### Drive-strength map, run 1

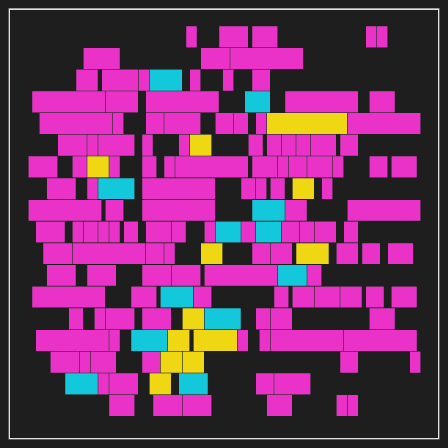
### Sequential cells coloured by netlist name, run 1

Other sequential cells in the stronger grey, the rest of the logic in the fainter grey.
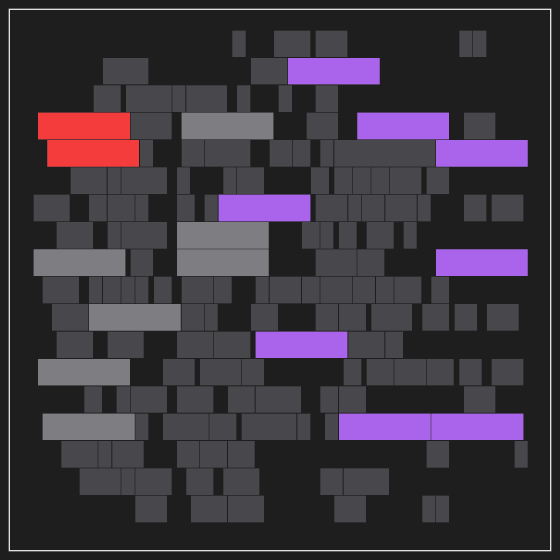
### Routing congestion, run 1

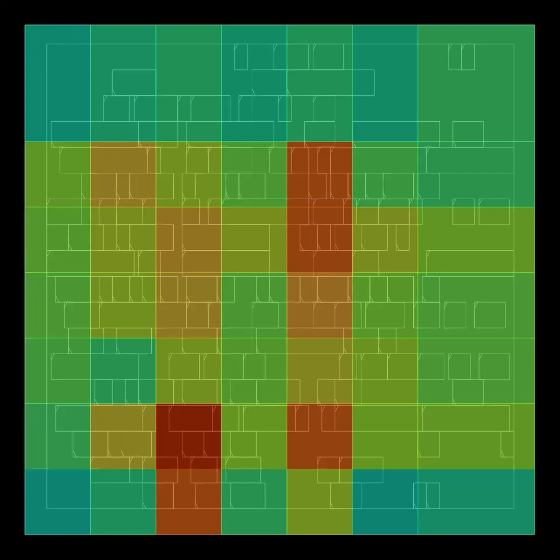
--- src/rtl/timer_irq_ctrl_pkg.sv ---
// rtl/timer_irq_ctrl_pkg.sv - shared register map, bit positions and FSM encoding
//
// Purpose : constants and types shared by timer_irq_ctrl and its sub-module.
// Ports   : none (package).
package timer_irq_ctrl_pkg;

  // Register offsets
  localparam logic [1:0] REG_CTRL   = 2'd0;
  localparam logic [1:0] REG_STATUS = 2'd1;

  // CTRL bit positions
  localparam int CTRL_EN_BIT = 0;
  localparam int CTRL_IE_BIT = 1;

  // STATUS bit positions
  localparam int STAT_PEND_BIT   = 0;
  localparam int STAT_OVR_BIT    = 1;
  localparam int STAT_MISSED_LSB = 8;

  // Width of the settle countdown (holds SETTLE_CYCLES up to 3)
  localparam int SETTLE_W = 2;

  typedef enum logic [1:0] {
    ST_IDLE    = 2'd0,
    ST_CONSUME = 2'd1,
    ST_SETTLE  = 2'd2
  } state_t;

endpackage

--- src/rtl/timer_irq_ctrl_sat_counter.sv ---
// rtl/timer_irq_ctrl_sat_counter.sv - saturating up-counter with synchronous clear
//
// Purpose : counts inc pulses, sticks at all-ones, clr has priority over inc.
// Ports   : CLK, RST (async active-high), i_en (global write enable),
//           i_inc, i_clr, o_q [W-1:0].
module sat_counter #(
  parameter int W = 8
) (
  input  logic         CLK,
  input  logic         RST,
  input  logic         i_en,
  input  logic         i_inc,
  input  logic         i_clr,
  output logic [W-1:0] o_q
);

  logic [W-1:0] r_q;
  logic         w_at_max;

  assign w_at_max = (r_q == {W{1'b1}});
  assign o_q      = r_q;

  always_ff @(posedge CLK or posedge RST) begin
    if (RST) begin
      r_q <= '0;
    end else if (i_en) begin
      if (i_clr) begin
        r_q <= '0;
      end else if (i_inc && !w_at_max) begin
        r_q <= r_q + W'(1);
      end
    end
  end

endmodule

--- src/rtl/timer_irq_ctrl.sv ---
// rtl/timer_irq_ctrl.sv - timer expiry consumer with pending/overrun interrupt latch
//
// Purpose : consumes timer expiries (status_in), pulses read_status to re-arm
//           the timer, latches a pending interrupt and counts missed expiries.
// Ports   : CLK, RST (async active-high), GWE (global write enable),
//           status_in (timer expiry flag), read_status (re-arm pulse),
//           reg_we/reg_re/reg_addr[1:0]/reg_wdata[15:0]/reg_rdata[15:0]
//           (register port, rdata combinational), irq_ack, irq.
module timer_irq_ctrl
  import timer_irq_ctrl_pkg::*;
#(
  parameter int MISSED_W      = 8,
  parameter int SETTLE_CYCLES = 1
) (
  input  logic        CLK,
  input  logic        RST,
  input  logic        GWE,
  input  logic        status_in,
  output logic        read_status,
  input  logic        reg_we,
  input  logic        reg_re,
  input  logic [1:0]  reg_addr,
  input  logic [15:0] reg_wdata,
  output logic [15:0] reg_rdata,
  input  logic        irq_ack,
  output logic        irq
);

  state_t                r_state;
  state_t                w_state_next;
  logic [SETTLE_W-1:0]   r_settle_cnt;
  logic [SETTLE_W-1:0]   w_settle_next;
  logic                  w_event;

  logic [1:0]            r_ctrl;
  logic [1:0]            w_ctrl_next;
  logic                  r_pend;
  logic                  w_pend_next;
  logic                  r_ovr;
  logic                  w_ovr_next;
  logic                  r_irq;

  logic                  w_ctrl_wr;
  logic                  w_stat_wr;
  logic                  w_clr_pend;
  logic                  w_clr_ovr;
  logic                  w_miss;
  logic [MISSED_W-1:0]   w_missed;
  logic [15:0]           w_status;
  logic                  w_unused;

  assign w_unused = ^reg_wdata[15:2];

  // ---------------- FSM ----------------
  always_ff @(posedge CLK or posedge RST) begin
    if (RST) begin
      r_state      <= ST_IDLE;
      r_settle_cnt <= '0;
    end else if (GWE) begin
      r_state      <= w_state_next;
      r_settle_cnt <= w_settle_next;
    end
  end

  always_comb begin
    w_state_next  = r_state;
    w_settle_next = r_settle_cnt;
    w_event       = 1'b0;
    case (r_state)
      ST_IDLE: begin
        if (r_ctrl[CTRL_EN_BIT] && status_in) begin
          w_state_next = ST_CONSUME;
        end
      end
      ST_CONSUME: begin
        // The expiry is recorded on the edge leaving CONSUME, so a reset
        // during the read_status pulse never records an event.
        w_event       = 1'b1;
        w_state_next  = ST_SETTLE;
        w_settle_next = SETTLE_W'(SETTLE_CYCLES);
      end
      ST_SETTLE: begin
        // status_in may still show the old expiry right after reload;
        // it is ignored here so one CONSUME yields one event.
        w_settle_next = r_settle_cnt - SETTLE_W'(1);
        if (r_settle_cnt == SETTLE_W'(1)) begin
          w_state_next = ST_IDLE;
        end
      end
      default: begin
        w_state_next = ST_IDLE;
      end
    endcase
  end

  assign read_status = (r_state == ST_CONSUME);

  // ---------------- Registers ----------------
  assign w_ctrl_wr  = reg_we && (reg_addr == REG_CTRL);
  assign w_stat_wr  = reg_we && (reg_addr == REG_STATUS);
  assign w_clr_pend = irq_ack | (w_stat_wr & reg_wdata[STAT_PEND_BIT]);
  assign w_clr_ovr  = w_stat_wr & reg_wdata[STAT_OVR_BIT];

  // An event counts as missed only if pending survives this edge's clears;
  // a clear on the same edge behaves as clear-then-set.
  assign w_miss      = w_event & r_pend & ~w_clr_pend;
  assign w_pend_next = w_event | (r_pend & ~w_clr_pend);
  assign w_ovr_next  = w_clr_ovr ? 1'b0 : (r_ovr | w_miss);
  assign w_ctrl_next = w_ctrl_wr ? reg_wdata[CTRL_IE_BIT:CTRL_EN_BIT] : r_ctrl;

  always_ff @(posedge CLK or posedge RST) begin
    if (RST) begin
      r_ctrl <= '0;
      r_pend <= 1'b0;
      r_ovr  <= 1'b0;
      r_irq  <= 1'b0;
    end else if (GWE) begin
      r_ctrl <= w_ctrl_next;
      r_pend <= w_pend_next;
      r_ovr  <= w_ovr_next;
      r_irq  <= w_pend_next & w_ctrl_next[CTRL_IE_BIT];
    end
  end

  sat_counter #(
    .W (MISSED_W)
  ) u_missed (
    .CLK   (CLK),
    .RST   (RST),
    .i_en  (GWE),
    .i_inc (w_miss),
    .i_clr (w_clr_ovr),
    .o_q   (w_missed)
  );

  assign irq = r_irq;

  // ---------------- Read mux ----------------
  always_comb begin
    w_status                                   = '0;
    w_status[STAT_PEND_BIT]                    = r_pend;
    w_status[STAT_OVR_BIT]                     = r_ovr;
    w_status[STAT_MISSED_LSB +: MISSED_W]      = w_missed;
  end

  always_comb begin
    reg_rdata = '0;
    if (reg_re) begin
      case (reg_addr)
        REG_CTRL:   reg_rdata = {14'd0, r_ctrl};
        REG_STATUS: reg_rdata = w_status;
        default:    reg_rdata = '0;
      endcase
    end
  end

endmodule

--- config.mk ---
export PLATFORM = sky130hd
export DESIGN_NAME = timer_irq_ctrl
export DESIGN_NICKNAME = d
export VERILOG_FILES = /design/src/rtl/timer_irq_ctrl_pkg.sv /design/src/rtl/timer_irq_ctrl_sat_counter.sv /design/src/rtl/timer_irq_ctrl.sv
export SDC_FILE = /design/constraint.sdc
export NUM_CORES = 1
export LEC_CHECK = 0
export ABC_AREA = 0
export CAP_MARGIN = 10
export CORE_MARGIN = 2
export CORE_UTILIZATION = 48
export DETAILED_ROUTE_END_ITERATION = 12
export PLACE_DENSITY = 0.85
export SYNTH_ARGS = -nofsm -noshare
export SYNTH_HDL_FRONTEND = slang
export SYNTH_HIERARCHICAL = 1
export SYNTH_SLANG_ARGS = --single-unit
export TNS_END_PERCENT = 50
--- constraint.sdc ---
create_clock -name CLK -period 2.6 [get_ports CLK]
set_input_delay 0.65 -clock CLK [delete_from_list [all_inputs] [get_ports CLK]]
set_output_delay 0.65 -clock CLK [all_outputs]
set_load 0.02 [all_outputs]
==> impl_metrics.toml, run 1 <==
# flow metrics
[global_routing]
grt_max_degree = 12
number_of_global_route_vias_before_repair = 951
global_route_wire_length_before_repair_um = 4020
grt_antenna_before_repair = 0
grt_util_all_layers_pct = 19.2
overflow = 0

[yosys]
synthFlopType = "sky130_fd_sc_hd__dfrtp_1"
synth_cells = 125
netlist_area_before_placement_um2 = 1180
synth_xor_xnor_area_share_pct = 0
avgSynthCellArea_um2 = 9.48
mux_share_pct = 6.65
synth-edff-count = 0
main_logic_family_after_synthesis = "simple AND/OR/NAND/NOR gates"
yosysWarningCount = 6
share_of_the_synthesized_area_in_the_top_cell_type_pct = 35.9
yosys_instances = 125
ys_async_sr_fraction_pct = 100
top_post_synthesis_cells_by_count = "sky130_fd_sc_hd__dfrtp_1 (17), sky130_fd_sc_hd__nand2_1 (10), sky130_fd_sc_hd__and2_1 (8), sky130_fd_sc_hd__inv_1 (8)"
ys_chip_area_um2 = 1180
ys_seq_share_pct = 35.9
yosys.cell_count.top_type = "sky130_fd_sc_hd__dfrtp_1"
synth_compound_gate_area_share_pct = 18.6
synth-adder-area-share_pct = 5.28
yosys-top-cells-area = "sky130_fd_sc_hd__dfrtp_1 (36%), sky130_fd_sc_hd__ha_1 (5.3%), sky130_fd_sc_hd__buf_4 (4.4%), sky130_fd_sc_hd__and2_1 (4.2%), sky130_fd_sc_hd__nand2_1 (3.2%)"

[placed_design]
dpl_worst_slack_ns = -0.219
place.detailed.instances = 180
postPlaceCellArea_um2 = 1450
finalWeightedCongestion = 0.856
portBuffers = 22

[detailed_routing]
routedLengthMet1_um = 1050
detail_route.drc_violations = 0
detailedRoute.firstIterationViolations = 14
route.top_layer_used = "met4"
route.met3.wl_um = 97
vias = 987
route.final.wire_length_um = 2410
first_pass_iters = 4

[setup_path]
cp_top_family = "buffers and inverters"
reg2reg_slack_ns = 0.81
rr_startpoint = "r_state[1]"
cp_max_fo = 8
critPathLaunchType = "input port"
worstPathCellList = "clkdlybuf4s50_1 > and3b_2 > and2_1 > dlygate4sd2_1"
required_ns = 1.95
count_of_buffer_and_inverter_cells_on_the_critical_path = 2
critical_path.endpoint_type = "output pin"
r2r.worst_path.cells = 7
critical_path_depth = 4
cpMaxStageDelayCell = "sky130_fd_sc_hd__clkdlybuf4s50_1"
endpoint = "reg_rdata[15]"
criticalPathCategory = "in2out"
worstPathArrival_ns = 1.87

[clocking]
path_clk_slew_ns = 0.09
cts_root_buffer = "sky130_fd_sc_hd__clkbuf_4"
cts_sinks = 17
cts_inserted_buffers = 3
cts_hold_buffers = 0
worstSkewPairLatency_ns = 0.30
cts_htree_levels = 1
cts-resized-gates = 10
postCtsSetupRepairBufs = 0

[hold_path]
timing.hold.worst.class = "reg2reg"
worst_hold_startpoint = "r_settle_cnt[1]"
worst_case_hold_path_end_point = "r_settle_cnt[1]"
holdPathStages = 2

[cells_and_area]
fin_cells = 184
seq_cells = 17
drive_above_1_share_pct = 15.6
buf_share_pct = 17.4
multi_input_comb_area_um2 = 691
combAreaFraction_pct = 47.2
largest_reg_flops = 8
fillCellCount = 212
final.signal_inverter_count = 8
antenna-diode-count = 0
clk_buf = 4
top_cells_excl_fill_tap = "sky130_fd_sc_hd__dfrtp_1 (17), sky130_fd_sc_hd__clkdlybuf4s50_1 (12), sky130_fd_sc_hd__nand2_1 (10), sky130_fd_sc_hd__dlygate4sd2_1 (9)"
biggestCellCategory = "multi-input combinational cells"
layout.cells.most_common = "sky130_fd_sc_hd__dfrtp_1"
post-route-util_pct = 60.7
num-multi-input-gates = 97
sh_seq_area_pct = 29.1

[floorplanning]
number_of_well_taps = 30
floorplan.die.width_um = 53.7
ios = 43
floorplan.core_util_pct = 49.2
floorplan.rows = 18
die_height_um = 53.7
placeableCoreArea_um2 = 2410

[sta]
final_setup_viols = 0
grt_setup_unrepaired = "no"
maxClockFrequency_ghz = 0.397
finalClockPeriodUsage_pct = 96.8
finalHoldViolCount = 0
worst_hold_slack_ns = 0.491
skew_ns = 0.0160
period_minus_slack_ns = 2.52
timing.setup.tns_ns = 0

[power_and_ir_drop]
powerDensity_nw_per_um2 = 638
largestPowerGroup = "combinational cells"
cell_internal_pwr_mw = 0.575
reported_net_switching_power_mw = 0.359
pg_clk_mw = 0.146
post-layout-total-power_mw = 0.934
share_comb_of_total_power_pct = 42.3
share_of_power_burned_in_registers_pct = 42.1
pg_comb_mw = 0.395
clock_power_share_pct = 15.6
power_leakage_nw = 0.663
pg_seq_mw = 0.393

[job]
drv_cap = 0
tool_warnings = 42

[status]
outcome = "complete, no violations"
About 'Drive-strength map':
- drive 1 or less: magenta (cells 130; share 84%; most used dfrtp_1)
- drive 2: cyan (cells 12; share 7.8%)
- drive 3 to 4: yellow (cells 12; share 7.8%; most used buf_4)
area added between synthesis and finish: 23.5%
final instance area: 1460 µm²
worst setup margin: 0.0821 ns
count of plain and timing-repair buffers in the layout: 28

About 'Sequential cells coloured by netlist name':
- u_missed/o_q: purple (placed flops 8)
- r_state: red (placed flops 2)
- not coloured: 7

About 'Routing congestion':
met3 demand-to-capacity share in global routing: 6.11%
busiest metal layer after global routing: met2
global routing met1 resource utilization: 21.5%
Global Route met2 Usage: 35.8%

### Placement density heat map, run 1

11 x 11 tiles, from black (low) to pale yellow (high), 0 to 100% covered.
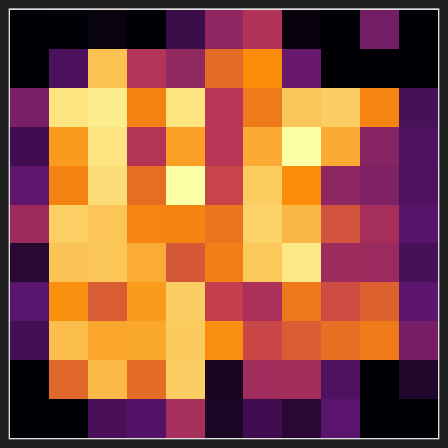

==> run 2, diff against run 1 <==
--- a/config.mk
+++ b/config.mk
@@ -10,7 +10,7 @@
 export CORE_MARGIN = 2
 export CORE_UTILIZATION = 48
 export DETAILED_ROUTE_END_ITERATION = 12
-export PLACE_DENSITY = 0.85
+export PLACE_DENSITY = 0.83
 export SYNTH_ARGS = -nofsm -noshare
 export SYNTH_HDL_FRONTEND = slang
 export SYNTH_HIERARCHICAL = 1
### Placement density heat map, run 2

11 x 11 tiles, from black (low) to pale yellow (high), 0 to 100% covered.
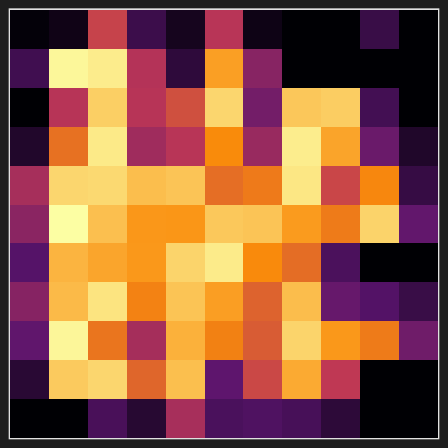
- mean over tiles: 50%
- nearly empty tiles: 15%
- fullest tile: 100%
- densest ninth of the die: middle
- emptiest ninth of the die: top right
core footprint: 2410 µm²
Final Core Density: 60.7%
floorplan utilization: 49.2%

### Cell classes on the final placement, run 2

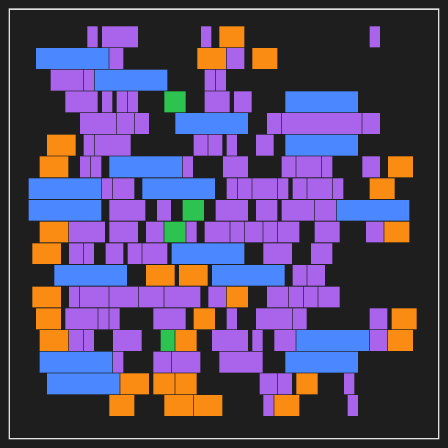
- clock drivers and dummy loads: green (cells 4)
- all other logic: purple (cells 105)
- flip-flops: blue (cells 17)
- other buffers and delay cells: orange (cells 28)

==> impl_metrics.toml, run 2 <==
# flow metrics
[yosys]
synth_xor_xnor_area_share_pct = 0
avgSynthCellArea_um2 = 9.48
ys_chip_area_um2 = 1180
synth-edff-count = 0
top_post_synthesis_cells_by_count = "sky130_fd_sc_hd__dfrtp_1 (17), sky130_fd_sc_hd__nand2_1 (10), sky130_fd_sc_hd__and2_1 (8), sky130_fd_sc_hd__inv_1 (8)"
netlist_area_before_placement_um2 = 1180
yosys.cell_count.top_type = "sky130_fd_sc_hd__dfrtp_1"
share_of_the_synthesized_area_in_the_top_cell_type_pct = 35.9
synth-adder-area-share_pct = 5.28
ys_seq_share_pct = 35.9
main_logic_family_after_synthesis = "simple AND/OR/NAND/NOR gates"

[cells_and_area]
combAreaFraction_pct = 47.2
area.growth.synth_to_final_pct = 23.5
multi_input_comb_area_um2 = 691
antenna-diode-count = 0
top_cells_excl_fill_tap = "sky130_fd_sc_hd__dfrtp_1 (17), sky130_fd_sc_hd__clkdlybuf4s50_1 (12), sky130_fd_sc_hd__nand2_1 (10), sky130_fd_sc_hd__dlygate4sd2_1 (10)"
seq_cells = 17
fillCellCount = 224
drive_above_1_share_pct = 16.2
final_instance_area_um2 = 1460
final.signal_inverter_count = 8
fin_cells = 184
layout.cells.most_common = "sky130_fd_sc_hd__dfrtp_1"

[clocking]
path_clk_slew_ns = 0.11
cts_sinks = 17
cts-resized-gates = 10
worstSkewPairLatency_ns = 0.29
cts_htree_levels = 1
postCtsSetupRepairBufs = 0
cts_inserted_buffers = 3

[power_and_ir_drop]
post-layout-total-power_mw = 0.936
reported_net_switching_power_mw = 0.363
clock_power_share_pct = 15.3
share_comb_of_total_power_pct = 42.9
power_leakage_nw = 0.669
pg_clk_mw = 0.143
cell_internal_pwr_mw = 0.573
largestPowerGroup = "combinational cells"

[setup_path]
reg2reg_slack_ns = 0.76
required_ns = 1.95
r2r.worst_path.cells = 6
worstPathArrival_ns = 1.85
criticalPathCategory = "in2out"

[placed_design]
finalWeightedCongestion = 0.909
postPlaceCellArea_um2 = 1450
dpl_worst_slack_ns = -0.193

[status]
outcome = "complete, no violations"

[detailed_routing]
detailedRoute.firstIterationViolations = 23
detail_route.drc_violations = 0
first_pass_iters = 4
route.top_layer_used = "met3"
route.final.wire_length_um = 2390

[global_routing]
globalRouteMet2Util_pct = 32.9
overflow = 0
number_of_global_route_vias_before_repair = 935
grt_use_met1_pct = 22.5
grt_busiest_layer = "met2"

[job]
drv_cap = 0
tool_warnings = 42

[floorplanning]
floorplan.rows = 18
ios = 43
die_height_um = 53.7

[sta]
skew_ns = 0.00936
worst_hold_slack_ns = 0.508
grt_setup_unrepaired = "no"
timing.final.ws_setup_ns = 0.103
maxClockFrequency_ghz = 0.400
finalClockPeriodUsage_pct = 96.1

[hold_path]
holdPathStages = 2
worst_hold_startpoint = "r_settle_cnt[1]"
